<file path="src/rtl/coherence_bus_if.sv">
// Bundle of per-core cache-controller bus signals and the unified-memory port.
// The controller takes the slave modport; the cores/memory side take master.
interface coherence_bus_if #(
  parameter int unsigned TAG_W   = 13,
  parameter int unsigned LINE_W  = 64,
  parameter int unsigned UADDR_W = 11
);
  logic [1:0]           read_miss;
  logic [1:0]           write_miss;
  logic [1:0]           invalidate;
  logic [3:0]           block_state;
  logic [2*TAG_W-1:0]   BICO;
  logic [1:0]           cpu_search_found;
  logic [2*UADDR_W-1:0] u_addr;
  logic [1:0]           u_re;
  logic [1:0]           u_we;
  logic [2*LINE_W-1:0]  d_line;

  logic [1:0]           grant;
  logic [1:0]           cpu_search;
  logic [2*TAG_W-1:0]   BOCI;
  logic [3:0]           cpu_datasel;
  logic [1:0]           invalidate_from_other_cpu;
  logic [1:0]           u_rdy;
  logic [LINE_W-1:0]    u_rd_data;

  logic [UADDR_W-1:0]   mem_addr;
  logic                 mem_re;
  logic                 mem_we;
  logic [LINE_W-1:0]    mem_wdata;
  logic [LINE_W-1:0]    mem_rdata;
  logic                 mem_rdy;

  modport slave (
    input  read_miss, write_miss, invalidate, block_state, BICO, cpu_search_found,
    input  u_addr, u_re, u_we, d_line, mem_rdata, mem_rdy,
    output grant, cpu_search, BOCI, cpu_datasel, invalidate_from_other_cpu, u_rdy,
    output u_rd_data, mem_addr, mem_re, mem_we, mem_wdata
  );

  modport master (
    output read_miss, write_miss, invalidate, block_state, BICO, cpu_search_found,
    output u_addr, u_re, u_we, d_line, mem_rdata, mem_rdy,
    input  grant, cpu_search, BOCI, cpu_datasel, invalidate_from_other_cpu, u_rdy,
    input  u_rd_data, mem_addr, mem_re, mem_we, mem_wdata
  );
endinterface

</file>
<file path="src/rtl/coherence_bus_ctrl.sv">
// Two-core snooping-bus controller: round-robin arbitration, peer snoop and
// invalidate, data-source selection and muxing of the granted core onto memory.
module coherence_bus_ctrl #(
  parameter int unsigned NCPU    = 2,
  parameter int unsigned TAG_W   = 13,
  parameter int unsigned LINE_W  = 64,
  parameter int unsigned UADDR_W = 11
) (
  input  logic             clk,
  input  logic             rst_n,
  coherence_bus_if.slave   bus
);

  typedef enum logic [1:0] {StIdle, StSnoop, StResp, StGrant} state_e;
  typedef enum logic [1:0] {TyRead, TyWrite, TyInv} op_e;

  localparam logic [1:0] DsNone = 2'b00;
  localparam logic [1:0] DsMem  = 2'b01;
  localparam logic [1:0] DsPeer = 2'b10;

  state_e           state_q, state_d;
  op_e              op_q, op_d;
  logic             rr_q, rr_d;
  logic             win_q, win_d;
  logic [TAG_W-1:0] tag_q, tag_d;
  logic [1:0]       datasel_q, datasel_d;

  logic [NCPU-1:0]  req;
  logic [1:0]       win_oh, peer_oh;
  logic             peer_found;
  logic [1:0]       peer_state;
  logic [1:0]       resp_sel;

  assign req        = bus.read_miss | bus.write_miss | bus.invalidate;
  assign win_oh     = win_q ? 2'b10 : 2'b01;
  assign peer_oh    = ~win_oh;
  assign peer_found = win_q ? bus.cpu_search_found[0] : bus.cpu_search_found[1];
  assign peer_state = win_q ? bus.block_state[1:0] : bus.block_state[3:2];

  // Only a modified peer copy is fresher than memory.
  assign resp_sel = (op_q == TyInv) ? DsNone :
                    (peer_found && peer_state == 2'b10) ? DsPeer : DsMem;

  always_ff @(posedge clk or negedge rst_n) begin
    if (!rst_n) begin
      state_q   <= StIdle;
      op_q      <= TyRead;
      rr_q      <= 1'b0;
      win_q     <= 1'b0;
      tag_q     <= '0;
      datasel_q <= DsNone;
    end else begin
      state_q   <= state_d;
      op_q      <= op_d;
      rr_q      <= rr_d;
      win_q     <= win_d;
      tag_q     <= tag_d;
      datasel_q <= datasel_d;
    end
  end

  always_comb begin
    state_d   = state_q;
    op_d      = op_q;
    rr_d      = rr_q;
    win_d     = win_q;
    tag_d     = tag_q;
    datasel_d = datasel_q;
    unique case (state_q)
      StIdle: begin
        if (|req) begin
          // On contention rr_q names the winner and then points at the loser.
          if (&req) begin
            win_d = rr_q;
            rr_d  = ~rr_q;
          end else begin
            win_d = req[1];
          end
          tag_d = win_d ? bus.BICO[2*TAG_W-1:TAG_W] : bus.BICO[TAG_W-1:0];
          if (bus.write_miss[win_d])     op_d = TyWrite;
          else if (bus.read_miss[win_d]) op_d = TyRead;
          else                           op_d = TyInv;
          state_d = StSnoop;
        end
      end
      StSnoop: state_d = StResp;
      StResp: begin
        datasel_d = resp_sel;
        state_d   = StGrant;
      end
      StGrant: begin
        if (!req[win_q]) begin
          datasel_d = DsNone;
          state_d   = StIdle;
        end
      end
      default: state_d = StIdle;
    endcase
  end

  always_comb begin
    bus.grant                     = '0;
    bus.cpu_search                = '0;
    bus.BOCI                      = '0;
    bus.cpu_datasel               = '0;
    bus.invalidate_from_other_cpu = '0;
    bus.u_rdy                     = '0;
    bus.u_rd_data                 = bus.mem_rdata;
    bus.mem_addr                  = '0;
    bus.mem_re                    = 1'b0;
    bus.mem_we                    = 1'b0;
    bus.mem_wdata                 = '0;
    unique case (state_q)
      StSnoop: begin
        bus.cpu_search = peer_oh;
        bus.BOCI       = {{TAG_W{peer_oh[1]}} & tag_q, {TAG_W{peer_oh[0]}} & tag_q};
      end
      StResp: begin
        bus.BOCI        = {{TAG_W{peer_oh[1]}} & tag_q, {TAG_W{peer_oh[0]}} & tag_q};
        bus.cpu_datasel = {{2{win_oh[1]}} & resp_sel, {2{win_oh[0]}} & resp_sel};
        if (op_q != TyRead && peer_found) bus.invalidate_from_other_cpu = peer_oh;
      end
      StGrant: begin
        bus.grant       = win_oh;
        bus.cpu_datasel = {{2{win_oh[1]}} & datasel_q, {2{win_oh[0]}} & datasel_q};
        bus.u_rdy       = win_oh & {2{bus.mem_rdy}};
        bus.mem_addr    = win_q ? bus.u_addr[2*UADDR_W-1:UADDR_W] : bus.u_addr[UADDR_W-1:0];
        bus.mem_re      = win_q ? bus.u_re[1] : bus.u_re[0];
        bus.mem_we      = win_q ? bus.u_we[1] : bus.u_we[0];
        bus.mem_wdata   = win_q ? bus.d_line[2*LINE_W-1:LINE_W] : bus.d_line[LINE_W-1:0];
      end
      default: ;
    endcase
  end

endmodule

</file>
<file path="src/flat_wrapper.sv">
// flat-port wrapper written by rule: the top's interface ports become plain ports
module coherence_bus_ctrl_flat 
#(
  parameter int unsigned NCPU    = 2,
  parameter int unsigned TAG_W   = 13,
  parameter int unsigned LINE_W  = 64,
  parameter int unsigned UADDR_W = 11
)
  (clk, rst_n, bus_read_miss, bus_write_miss, bus_invalidate, bus_block_state, bus_BICO, bus_cpu_search_found, bus_u_addr, bus_u_re, bus_u_we, bus_d_line, bus_mem_rdata, bus_mem_rdy, bus_grant, bus_cpu_search, bus_BOCI, bus_cpu_datasel, bus_invalidate_from_other_cpu, bus_u_rdy, bus_u_rd_data, bus_mem_addr, bus_mem_re, bus_mem_we, bus_mem_wdata);
  coherence_bus_if #(.TAG_W(TAG_W), .LINE_W(LINE_W), .UADDR_W(UADDR_W)) bus_i ();
  input  logic clk;
  input  logic rst_n;
  input wire logic [$bits(bus_i.read_miss)-1:0] bus_read_miss;
  input wire logic [$bits(bus_i.write_miss)-1:0] bus_write_miss;
  input wire logic [$bits(bus_i.invalidate)-1:0] bus_invalidate;
  input wire logic [$bits(bus_i.block_state)-1:0] bus_block_state;
  input wire logic [$bits(bus_i.BICO)-1:0] bus_BICO;
  input wire logic [$bits(bus_i.cpu_search_found)-1:0] bus_cpu_search_found;
  input wire logic [$bits(bus_i.u_addr)-1:0] bus_u_addr;
  input wire logic [$bits(bus_i.u_re)-1:0] bus_u_re;
  input wire logic [$bits(bus_i.u_we)-1:0] bus_u_we;
  input wire logic [$bits(bus_i.d_line)-1:0] bus_d_line;
  input wire logic [$bits(bus_i.mem_rdata)-1:0] bus_mem_rdata;
  input wire logic [$bits(bus_i.mem_rdy)-1:0] bus_mem_rdy;
  output wire logic [$bits(bus_i.grant)-1:0] bus_grant;
  output wire logic [$bits(bus_i.cpu_search)-1:0] bus_cpu_search;
  output wire logic [$bits(bus_i.BOCI)-1:0] bus_BOCI;
  output wire logic [$bits(bus_i.cpu_datasel)-1:0] bus_cpu_datasel;
  output wire logic [$bits(bus_i.invalidate_from_other_cpu)-1:0] bus_invalidate_from_other_cpu;
  output wire logic [$bits(bus_i.u_rdy)-1:0] bus_u_rdy;
  output wire logic [$bits(bus_i.u_rd_data)-1:0] bus_u_rd_data;
  output wire logic [$bits(bus_i.mem_addr)-1:0] bus_mem_addr;
  output wire logic [$bits(bus_i.mem_re)-1:0] bus_mem_re;
  output wire logic [$bits(bus_i.mem_we)-1:0] bus_mem_we;
  output wire logic [$bits(bus_i.mem_wdata)-1:0] bus_mem_wdata;
  assign bus_i.read_miss = bus_read_miss;
  assign bus_i.write_miss = bus_write_miss;
  assign bus_i.invalidate = bus_invalidate;
  assign bus_i.block_state = bus_block_state;
  assign bus_i.BICO = bus_BICO;
  assign bus_i.cpu_search_found = bus_cpu_search_found;
  assign bus_i.u_addr = bus_u_addr;
  assign bus_i.u_re = bus_u_re;
  assign bus_i.u_we = bus_u_we;
  assign bus_i.d_line = bus_d_line;
  assign bus_i.mem_rdata = bus_mem_rdata;
  assign bus_i.mem_rdy = bus_mem_rdy;
  assign bus_grant = bus_i.grant;
  assign bus_cpu_search = bus_i.cpu_search;
  assign bus_BOCI = bus_i.BOCI;
  assign bus_cpu_datasel = bus_i.cpu_datasel;
  assign bus_invalidate_from_other_cpu = bus_i.invalidate_from_other_cpu;
  assign bus_u_rdy = bus_i.u_rdy;
  assign bus_u_rd_data = bus_i.u_rd_data;
  assign bus_mem_addr = bus_i.mem_addr;
  assign bus_mem_re = bus_i.mem_re;
  assign bus_mem_we = bus_i.mem_we;
  assign bus_mem_wdata = bus_i.mem_wdata;
  coherence_bus_ctrl #(.NCPU(NCPU), .TAG_W(TAG_W), .LINE_W(LINE_W), .UADDR_W(UADDR_W)) u_core (.clk(clk), .rst_n(rst_n), .bus(bus_i));
endmodule
</file>
<file path="config.mk">
export PLATFORM = sky130hd
export DESIGN_NAME = coherence_bus_ctrl_flat
export DESIGN_NICKNAME = d
export VERILOG_FILES = /design/src/rtl/coherence_bus_if.sv /design/src/rtl/coherence_bus_ctrl.sv /design/src/flat_wrapper.sv
export SDC_FILE = /design/constraint.sdc
export NUM_CORES = 1
export LEC_CHECK = 0
export CAP_MARGIN = 20
export CORE_AREA = 2 2 168 170
export DETAILED_ROUTE_END_ITERATION = 10
export DIE_AREA = 0 0 170 172
export GPL_ROUTABILITY_DRIVEN = 0
export GPL_TIMING_DRIVEN = 0
export PLACE_DENSITY_LB_ADDON = 0.25
export SYNTH_ARGS = -nofsm -noshare
export SYNTH_HDL_FRONTEND = slang
export SYNTH_SLANG_ARGS = --single-unit
</file>
<file path="constraint.sdc">
create_clock -name clk -period 5.05 [get_ports clk]
set_input_delay 1.01 -clock clk [delete_from_list [all_inputs] [get_ports clk]]
set_output_delay 1.01 -clock clk [all_outputs]
set_load 0.01 [all_outputs]
</file>
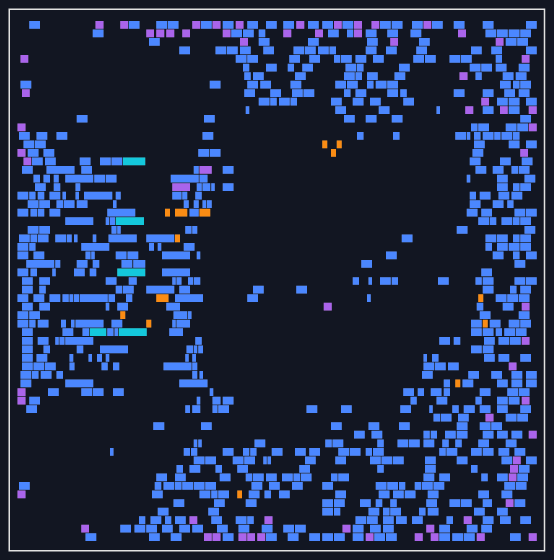
Fig. 1. Drive-strength map (run 1).
Orange marks x2, cells 14. Blue marks x1 and smaller, cells 684. Cyan marks x6 and larger, cells 5. Purple marks x3 and x4, cells 67.

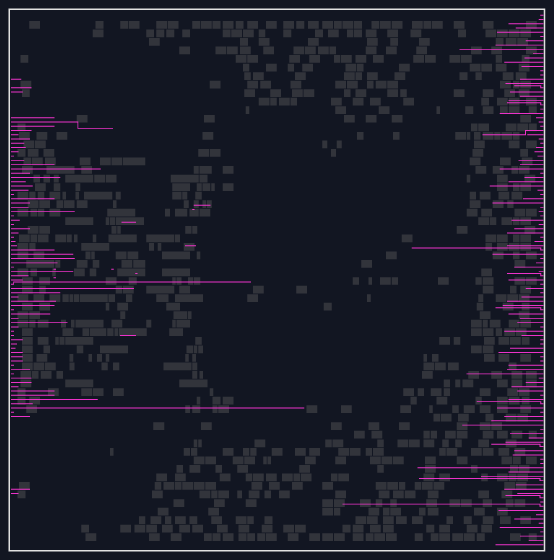
Fig. 2. Metal 3 (run 1).
Cells faint in the background.
The layer holds 9.7% of the routed length. 205 nets have wire on it. The layer carries 1870 um of wire. The longest straight run is 93.2 um.

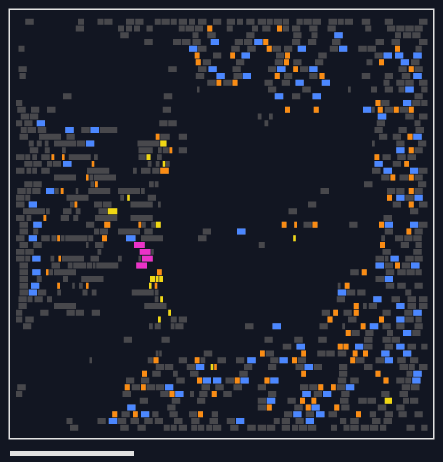
Fig. 3. Gate-type map (run 1).
Bar = 50 um.
Blue marks mux cells, cells 91, where spread over the die. Yellow marks nand cells, cells 16. Orange marks nor cells, cells 102, where spread over the die. Magenta marks fa/ha/maj cells, cells 4.

==> results_tabular.tex, run 1 <==
% Auto-generated results table
\begin{tabular}{lr}
\hline
Metric & Value \\
\hline
\multicolumn{2}{l}{\textbf{Synthesis}} \\
\quad Leading post-synthesis cells by instance count & sky130\_fd\_sc\_hd\_\_mux2i\_1 (90), sky130\_fd\_sc\_hd\_\_nor2b\_1 (81), sky130\_fd\_sc\_hd\_\_buf\_4 (65) \\
\quad Share of the synthesized netlist area taken by xor and xnor gates & 0.002733 \\
\quad Adder and majority gate portion of the synthesized area & 0.01562 \\
\quad Count of mapped cells out of synthesis & around 390 \\
\quad Synth logic family & multiplexers \\
\quad Synth Seq Share & 0.1640 \\
\quad Flip-flop and latch count after synthesis & 21 \\
\quad Share of flip-flops with an asynchronous set or reset & 1.000 \\
\quad \# Cells Yosys & 392 \\
\quad Synth warn & 0 \\
\multicolumn{2}{l}{\textbf{Final layout}} \\
\quad Count of filler cells inserted in the layout & slightly below 3000 \\
\quad Final standard cell area without fillers & 7471 um2 \\
\quad Non-clock inverters & 2 \\
\quad Share of the final layout cell area in sequential cells & 0.07034 \\
\quad Flip-flop and latch count & 21 \\
\quad Net count of the finished layout & 1034 \\
\quad Final std cells w/o fill & 1118 \\
\quad Ratio of cells with drive above 1 in the final layout & 0.1117 \\
\quad Total number of multi-input combinational cells & 279 \\
\quad Layout-stage area growth over the synthesis result & 133.2\% \\
\quad Largest Register & u\_core.tag\_q \\
\quad Max FFs per register & 13 \\
\multicolumn{2}{l}{\textbf{Worst setup path}} \\
\quad Most common cell on crit path & sky130\_fd\_sc\_hd\_\_clkdlybuf4s50\_1 \\
\quad Worst Reg-to-Reg Cells & 5 \\
\quad Internal reg-to-reg setup slack & around 3.2 ns \\
\quad FF-to-FF End & u\_core.tag\_q[10] \\
\quad Number of logic stages on the critical path including buffering & 6 \\
\quad Last element of the critical path & bus\_cpu\_datasel[3] \\
\quad Setup crit start kind & input pin \\
\quad Data arrival, critical path & around 3 ns \\
\quad Crit path max-delay family & buffers and inverters \\
\quad Setup crit start & bus\_cpu\_search\_found[0] \\
\quad Worst reg2reg startpoint & u\_core.state\_q[0] \\
\multicolumn{2}{l}{\textbf{Floorplanning}} \\
\quad Horizontal die dimension & 170 um \\
\quad Floorplan Core Area & approximately 27000 um2 \\
\quad Effective utilization at floorplan & 0.1166 \\
\multicolumn{2}{l}{\textbf{Placed design}} \\
\quad Final HPWL from detailed placement & 16.64 mm \\
\quad Placed cell count & between 1000 and 1500 \\
\multicolumn{2}{l}{\textbf{Pwr}} \\
\quad Biggest consumer & combinational logic \\
\quad Reported sequential group power & 0.000321 W \\
\quad Switching share of power & 0.4307 \\
\quad Power drawn by the combinational cells & between 0.002 and 0.003 W \\
\quad Final total power & approximately 0.003 W \\
\quad Total power per unit cell area & 401.8 nW/um2 \\
\quad Largest vdd supply drop & 0.2353 mV \\
\quad Sequential share of power & 0.107 \\
\multicolumn{2}{l}{\textbf{CTS}} \\
\quad Worst-Skew Late Latency & roughly 0.26 ns \\
\quad PostCTS Resize Cnt & 0 \\
\quad CTS tree & built \\
\quad Number of CTS-inserted buffers & 3 \\
\multicolumn{2}{l}{\textbf{Final timing}} \\
\quad Setup TNS after final layout & 0 ns \\
\quad Max frequency & between 0.2 and 0.25 GHz \\
\quad Tightest hold margin & 0.5072 ns \\
\quad Post-route fraction of the period consumed by the critical path & 0.8012 \\
\quad Final Hold Viols & 0 \\
\multicolumn{2}{l}{\textbf{GRT}} \\
\quad Wire length of the first global-routing pass & 25.68 mm \\
\quad Initial antenna violation count & 2 \\
\quad GR Util met2 & 0.2188 \\
\multicolumn{2}{l}{\textbf{Detailed routing}} \\
\quad Remaining routing DRC violations & 0 \\
\quad Number of nets with antenna violations after detailed routing & 0 \\
\quad Highest signal layer in the routed design & met4 \\
\quad Routed WL per cell & 17.26 um \\
\multicolumn{2}{l}{\textbf{Worst hold path}} \\
\quad Hold Crit Class & reg -> reg \\
\multicolumn{2}{l}{\textbf{Outcome}} \\
\quad Status & finished clean \\
\hline
\end{tabular}
Fig. 4: run 1, congestion heat map
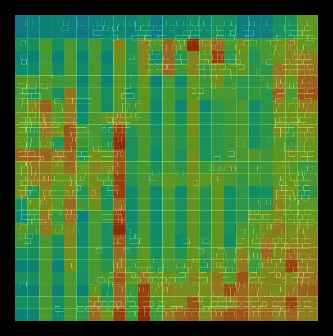

==> run 2: changes to the inputs <==
- CORE_AREA: 2 2 168 170 -> 2 2 172 174
- DIE_AREA: 0 0 170 172 -> 0 0 174 176
- clock period: 5.05 -> 3.35 ns (I/O delays scaled with it)
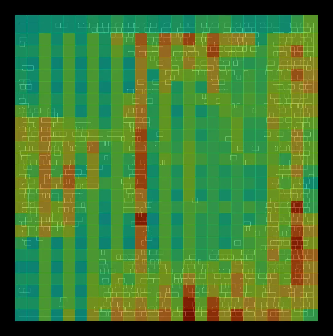
Fig. 5. Congestion heat map (run 2).
total global routing track utilization: 0.1157
peak-usage layer in the global routing report: met2
GR Util met2: 0.2166

==> results_tabular.tex, run 2 <==
% Auto-generated results table
\begin{tabular}{lr}
\hline
Metric & Value \\
\hline
\multicolumn{2}{l}{\textbf{Pwr}} \\
\quad Sequential share of power & 0.107 (about the same) \\
\quad Total power per unit cell area & 598.5 nW/um2 (was 401.8 nW/um2) \\
\quad Power drawn by the combinational cells & 0.00375 W (was 0.00251 W) \\
\quad Switching share of power & 0.4251 (was 0.4307) \\
\quad Biggest consumer & combinational logic (unchanged) \\
\quad Reported sequential group power & 0.000483 W (was 0.000321 W) \\
\quad Switching power of the nets & 0.001912 W (was 0.001293 W) \\
\quad Final total power & 0.004498 W (was 0.003002 W) \\
\quad Largest vdd supply drop & 0.3540 mV (was 0.2353 mV) \\
\multicolumn{2}{l}{\textbf{Synthesis}} \\
\quad Adder and majority gate portion of the synthesized area & 0.01562 (unchanged) \\
\quad Synth top area share & 0.2811 (unchanged) \\
\quad Share of the synthesized netlist area taken by xor and xnor gates & 0.002733 (unchanged) \\
\quad Count of mapped cells out of synthesis & 392 (unchanged) \\
\quad Flip-flop and latch count after synthesis & 21 (unchanged) \\
\quad Share of flip-flops with an asynchronous set or reset & 1.000 (unchanged) \\
\quad \# Cells Yosys & 392 (unchanged) \\
\quad Synth logic family & multiplexers (unchanged) \\
\quad Synth Seq Share & 0.1640 (unchanged) \\
\quad Leading post-synthesis cells by instance count & sky130\_fd\_sc\_hd\_\_mux2i\_1 (90), sky130\_fd\_sc\_hd\_\_nor2b\_1 (81), sky130\_fd\_sc\_hd\_\_buf\_4 (65) (unchanged) \\
\multicolumn{2}{l}{\textbf{CTS}} \\
\quad Number of CTS-inserted buffers & 3 (unchanged) \\
\quad Worst-Skew Late Latency & 0.26 ns (about the same) \\
\quad PostCTS Resize Cnt & 2 (was 0) \\
\quad CTS tree & built (unchanged) \\
\multicolumn{2}{l}{\textbf{Final layout}} \\
\quad Ratio of cells with drive above 1 in the final layout & 0.1169 (was 0.1117) \\
\quad Final standard cell area without fillers & 7515 um2 (was 7471 um2) \\
\quad Max FFs per register & 13 (unchanged) \\
\quad Non-clock inverters & 2 (unchanged) \\
\quad Share of the final layout cell area in sequential cells & 0.06993 (was 0.07034) \\
\quad Count of filler cells inserted in the layout & 3129 (was 2972) \\
\quad Total number of multi-input combinational cells & 279 (unchanged) \\
\quad Final std cells w/o fill & 1154 (was 1118) \\
\quad Flip-flop and latch count & 21 (unchanged) \\
\quad Net count of the finished layout & 1034 (unchanged) \\
\quad Largest Register & u\_core.tag\_q (unchanged) \\
\quad Layout-stage area growth over the synthesis result & 134.5\% (was 133.2\%) \\
\multicolumn{2}{l}{\textbf{Detailed routing}} \\
\quad Routed WL per cell & 16.54 um (was 17.26 um) \\
\quad Remaining routing DRC violations & 0 (unchanged) \\
\quad Highest signal layer in the routed design & met4 (unchanged) \\
\multicolumn{2}{l}{\textbf{Final timing}} \\
\quad Setup TNS after final layout & 0 ns (unchanged) \\
\quad Max frequency & roughly 0.31 GHz \\
\quad Post-route fraction of the period consumed by the critical path & 0.9511 \\
\quad Tightest hold margin & 0.5156 ns (was 0.5072 ns) \\
\quad Final Hold Viols & 0 (unchanged) \\
\multicolumn{2}{l}{\textbf{Worst setup path}} \\
\quad Last element of the critical path & bus\_mem\_wdata[21] (was bus\_cpu\_datasel[3]) \\
\quad Number of buffer and inverter instances along the worst setup path & 3 (was 2) \\
\quad Worst Reg-to-Reg Cells & 5 (unchanged) \\
\quad Internal reg-to-reg setup slack & 1.40 ns (was 3.15 ns) \\
\quad Setup crit start & u\_core.state\_q[0] (was bus\_cpu\_search\_found[0]) \\
\quad Setup crit start kind & flop (was input pin) \\
\quad Crit path max-delay family & buffers and inverters (unchanged) \\
\quad Data arrival, critical path & 2.52 ns (was 3.04 ns) \\
\quad Crit-path max FO & 10 (was 3) \\
\quad FF-to-FF End & u\_core.tag\_q[7] (was u\_core.tag\_q[10]) \\
\quad Number of logic stages on the critical path including buffering & 5 (was 6) \\
\quad CP max stage delay & 0.56 ns (was 0.60 ns) \\
\quad Worst reg2reg startpoint & u\_core.state\_q[0] (unchanged) \\
\multicolumn{2}{l}{\textbf{GRT}} \\
\quad Wire length of the first global-routing pass & 27.30 mm (was 25.68 mm) \\
\quad Initial antenna violation count & 0 (was 2) \\
\multicolumn{2}{l}{\textbf{Floorplanning}} \\
\quad Effective utilization at floorplan & 0.1122 (was 0.1166) \\
\quad Horizontal die dimension & 174 um (was 170 um) \\
\quad Floorplan Core Area & 28550 um2 (was 27480 um2) \\
\multicolumn{2}{l}{\textbf{Worst hold path}} \\
\quad Hold Crit Class & reg -> reg (unchanged) \\
\multicolumn{2}{l}{\textbf{Placed design}} \\
\quad Placed cell count & 1149 (was 1111) \\
\quad Final HPWL from detailed placement & 16.38 mm (was 16.64 mm) \\
\multicolumn{2}{l}{\textbf{Outcome}} \\
\quad Status & finished clean (unchanged) \\
\hline
\end{tabular}
Power is estimated from default activity; no workload was simulated.
